==> config.mk <==
export PLATFORM = sky130hd
export DESIGN_NAME = dna_access_ctrl
export DESIGN_NICKNAME = d
export VERILOG_FILES = /design/src/rtl/etl_dna_pkg.sv /design/src/rtl/dna_access_ctrl_arbiter.sv /design/src/rtl/dna_access_ctrl.sv
export SDC_FILE = /design/constraint.sdc
export NUM_CORES = 1
export LEC_CHECK = 0
export CORE_MARGIN = 8
export CORE_UTILIZATION = 52
export DETAILED_ROUTE_END_ITERATION = 10
export PLACE_DENSITY = 0.71
export SLEW_MARGIN = 5
export SYNTH_ARGS = -nofsm -noshare
export SYNTH_HDL_FRONTEND = slang
export SYNTH_SLANG_ARGS = --single-unit
==> constraint.sdc <==
create_clock -name clock -period 2.62 [get_ports clock]
set_clock_uncertainty 0.15 [all_clocks]
set_input_delay 0.393 -clock clock [delete_from_list [all_inputs] [get_ports clock]]
set_output_delay 0.393 -clock clock [all_outputs]
set_load 0.03 [all_outputs]
==> run_1/clock_nets.png <==
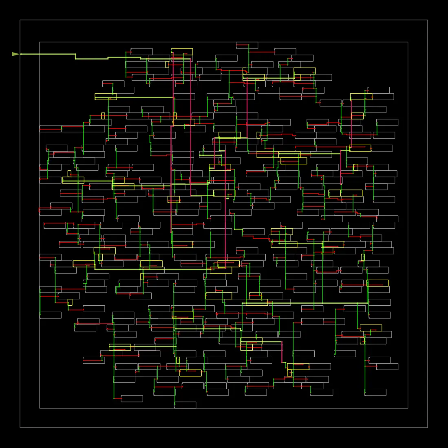
clock buf count: 47
Clock Power: 4.41 mW
Flop Count: 309
clk_lat worst skew: 0.54 ns
cts bufs inserted: 31

==> run_1/layers.png <==
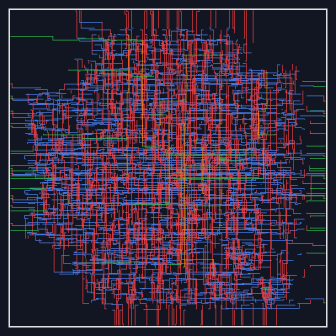
red -> M2  # wire length 13200 um
green -> M3  # wire length 1390 um
orange -> M4  # wire length 562 um
blue -> M1  # wire length 12800 um
Routed WL per cell: 16.4 um
WL final: 27900 um
GRT Util Overall: 0.188
vias post-DR: 8660

==> run_1/gates.png <==
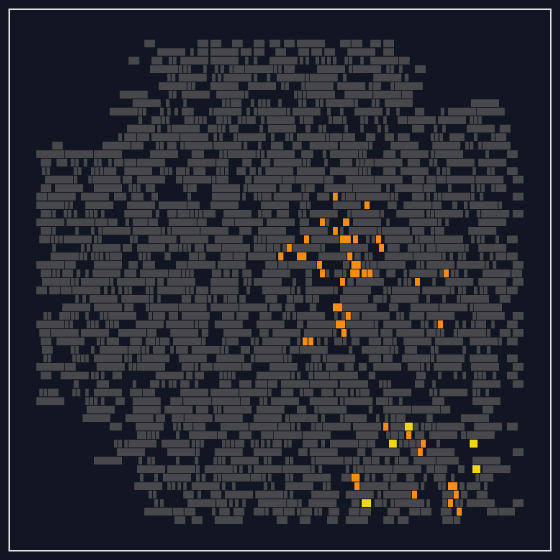
orange -> aoi and oai cells  # cells 41, most used o21ai_0
yellow -> non-inverting ao/oa cells  # cells 5, where lower right
final non-filler cell total: 1702
Comb/total area: 0.307
Commonest Layout Cell: nand2_1

==> flow_summary.json, run 1 <==
{
  "status": "complete, but fails checks",
  "violations": "negative setup slack",
  "initial_core_util": 0.527,
  "internal_power_mw": 9.22,
  "use_met2": 0.304,
  "r2r_slack_ns": 0.23,
  "rows": 57,
  "cp_data_arrival_time_ns": 2.38,
  "cp_num_buf_inv": 1,
  "synth.logic.top_family": "simple AND/OR/NAND/NOR gates",
  "area_dominant_class": "registers",
  "wl_met2_um": 13200,
  "p_switching_mw": 4.42,
  "synth.top_cell.area_share": 0.603,
  "slew-limit-headroom": 0.359,
  "synth_nets": 1260,
  "p_clk_frac": 0.323,
  "antenna_found_initial": 0,
  "p_per_area_nw_per_um2": 898,
  "synth_area_um2": 12700,
  "dp.cells": 1645,
  "grtUsageMet1": 0.258,
  "warning_count": 34,
  "layout.area.comb_um2": 4660,
  "cts_buffer_depth": 3,
  "sw_frac_of_total": 0.324,
  "die_width_um": 173,
  "leakagePower_nw": 8.16,
  "r2r_cells": 8,
  "syn_inst": 1250,
  "crit_required_ns": 2.08,
  "comb_cells": 869,
  "port-buffer-count": 110,
  "clkTransAtPathRegs_ns": 0.06,
  "setup_viol": 1,
  "cts_tree": "built",
  "combinationalPower_mw": 3.53,
  "path_max_fanout": 1,
  "grt_max_degree": 174,
  "bufAreaShareNonClock": 0.0860,
  "edf_count": 0,
  "grt-ovfl-total": 0,
  "wl_met3_um": 1390,
  "routed.top_layer": "met4",
  "die_h_um": 173,
  "wl_met1_um": 12800,
  "fin_hold_ws_ns": 0.312,
  "slew_violations": 0,
  "crit_family": "flip-flops",
  "ff_type": "dfrtp_1",
  "worstSetupPathDepth": 1,
  "p_total_mw": 13.6,
  "ir_drop_mv": 0.556,
  "setup_slack_ns": -0.302,
  "worstMarginPinSlew_ns": 0.961,
  "fin_setup_tns_ns": -0.302,
  "grt_setup_unrepaired": "yes",
  "postSynthSeqShare": 0.607,
  "core_area_um2": 24200,
  "cts.sinks": 309,
  "n_fill_cell": 1954,
  "power-top-group": "sequential cells",
  "postRouteAntennaNets": 0,
  "endpoint_kind": "output port",
  "grt_pass1_wl_um": 46500,
  "cts_setup_buffers": 0,
  "first_global_vias": 8753,
  "die-area_um2": 29800,
  "hold_violations": 0,
  "ys_cells": 1250,
  "drtIter0Drc": 697,
  "vias_per_cell": 5.09,
  "hpwl_um": 18600,
  "fin_nets": 1365,
  "synth_top_cell_by_count": "nand2_1",
  "synthXorXnorAreaFrac": 0.0632,
  "yosys_warnings": 0,
  "final-seq-area_um2": 7730,
  "taps": 324,
  "htree_levels": 1,
  "inv_count": 16,
  "postSynth.asyncResetShare": 1.00,
  "ys_types": 45,
  "path_cells": "buf_6",
  "start_kind": "register",
  "antenna_cells": 0,
  "whs_path_depth": 2,
  "synth.area.top_cells": "dfrtp_1, nand2_1, mux2_2",
  "ys_sh_simple": 0.200,
  "clockRootBuffer": "clkbuf_16",
  "clock_area_frac": 0.0677,
  "cp_slowest_cell": "dfrtn_1",
  "muxShareOfSynthArea": 0.0777,
  "pg_seq_mw": 5.70,
  "seqAreaFraction": 0.509,
  "post-route-util": 0.629,
  "layout_top_cells": "nand2_1, dfrtp_1, clkdlybuf4s50_1, mux2_2, xor2_1",
  "placed_cell_area_um2": 14200,
  "max_cap_viol_count": 0,
  "place_ws_ns": 0.177,
  "cts-resized-gates": 1,
  "aoi_share": 0.0216,
  "gp_congestion": 0.819,
  "cpPeakStageDelay_ns": 0.40,
  "min_path_type": "register to register"
}
## Run 2: what changed since run 1
--- a/config.mk
+++ b/config.mk
@@ -9,6 +9,7 @@
 export CORE_UTILIZATION = 52
 export DETAILED_ROUTE_END_ITERATION = 10
 export PLACE_DENSITY = 0.71
+export SKIP_LAST_GASP = 1
 export SLEW_MARGIN = 5
 export SYNTH_ARGS = -nofsm -noshare
 export SYNTH_HDL_FRONTEND = slang
==> run_2/clock_nets.png <==
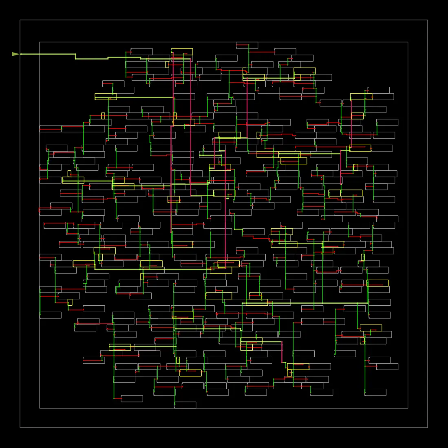
Sink Count: 309

==> flow_summary.json, run 2 <==
{
  "muxShareOfSynthArea": 0.0777,
  "postSynth.asyncResetShare": 1.00,
  "setup_viol": 1,
  "layout_top_cell": "nand2_1",
  "grt_pass1_wl_um": 46500,
  "cpPeakStageDelay_ns": 0.40,
  "taps": 324,
  "n_fill_cell": 1954,
  "synth_top_cell_by_count": "nand2_1",
  "initial_core_util": 0.527,
  "core_area_um2": 24200,
  "fin_hold_ws_ns": 0.312,
  "aoi_share": 0.0216,
  "postSynthSeqShare": 0.607,
  "wl_met1_um": 12800,
  "final-seq-area_um2": 7730,
  "post-route-util": 0.629,
  "ir_drop_mv": 0.556,
  "grt_setup_unrepaired": "yes",
  "clkTransAtPathRegs_ns": 0.06,
  "fin_cells": 1702,
  "clock_area_frac": 0.0677,
  "setup_slack_ns": -0.302,
  "cp_num_buf_inv": 1,
  "path_cells": "buf_6",
  "placed_cell_area_um2": 14200,
  "r2r_cells": 8,
  "syn_inst": 1250,
  "pg_clk_mw": 4.41,
  "whs_path_depth": 2,
  "grtUsageMet1": 0.258,
  "wl_um": 27900,
  "gp_congestion": 0.819,
  "num_vias": 8660,
  "cts_setup_buffers": 0,
  "grt-ovfl-total": 0,
  "antenna_found_initial": 0,
  "first_global_vias": 8753,
  "routed.top_layer": "met4",
  "layout.area.comb_um2": 4660,
  "synth.area.top_cells": "dfrtp_1, nand2_1, mux2_2",
  "synth_nets": 1260,
  "synth.top_cell.area_share": 0.603,
  "worstMarginPinSlew_ns": 0.961,
  "wl_met2_um": 13200,
  "ys_cells": 1250,
  "cp_slowest_cell": "dfrtn_1",
  "slew_violations": 0,
  "min_path_type": "register to register",
  "p_total_mw": 13.6,
  "nClkBuffers": 47,
  "combinationalPower_mw": 3.53,
  "comb_share": 0.307,
  "die_h_um": 173,
  "inv_count": 16,
  "synthXorXnorAreaFrac": 0.0632,
  "wl_met3_um": 1390,
  "endpoint_kind": "output port",
  "internal_power_mw": 9.22,
  "power-top-group": "sequential cells",
  "die_width_um": 173,
  "bufAreaShareNonClock": 0.0860,
  "cts-resized-gates": 1,
  "use_met2": 0.304,
  "clk_latency_ns": 0.54,
  "comb_cells": 869,
  "cts_buffers": 31,
  "port-buffer-count": 110,
  "postRouteAntennaNets": 0,
  "yosys_warnings": 0,
  "leakagePower_nw": 8.16,
  "slew-limit-headroom": 0.359,
  "status": "complete, but fails checks",
  "cts_tree": "built",
  "seqAreaFraction": 0.509,
  "htree_levels": 1,
  "cts_buffer_depth": 3,
  "fin_setup_tns_ns": -0.302,
  "area_dominant_class": "registers",
  "violations": "negative setup slack",
  "ys_types": 45,
  "p_per_area_nw_per_um2": 898,
  "flop-count": 309,
  "ff_type": "dfrtp_1"
}
Power is estimated from default activity; no workload was simulated.
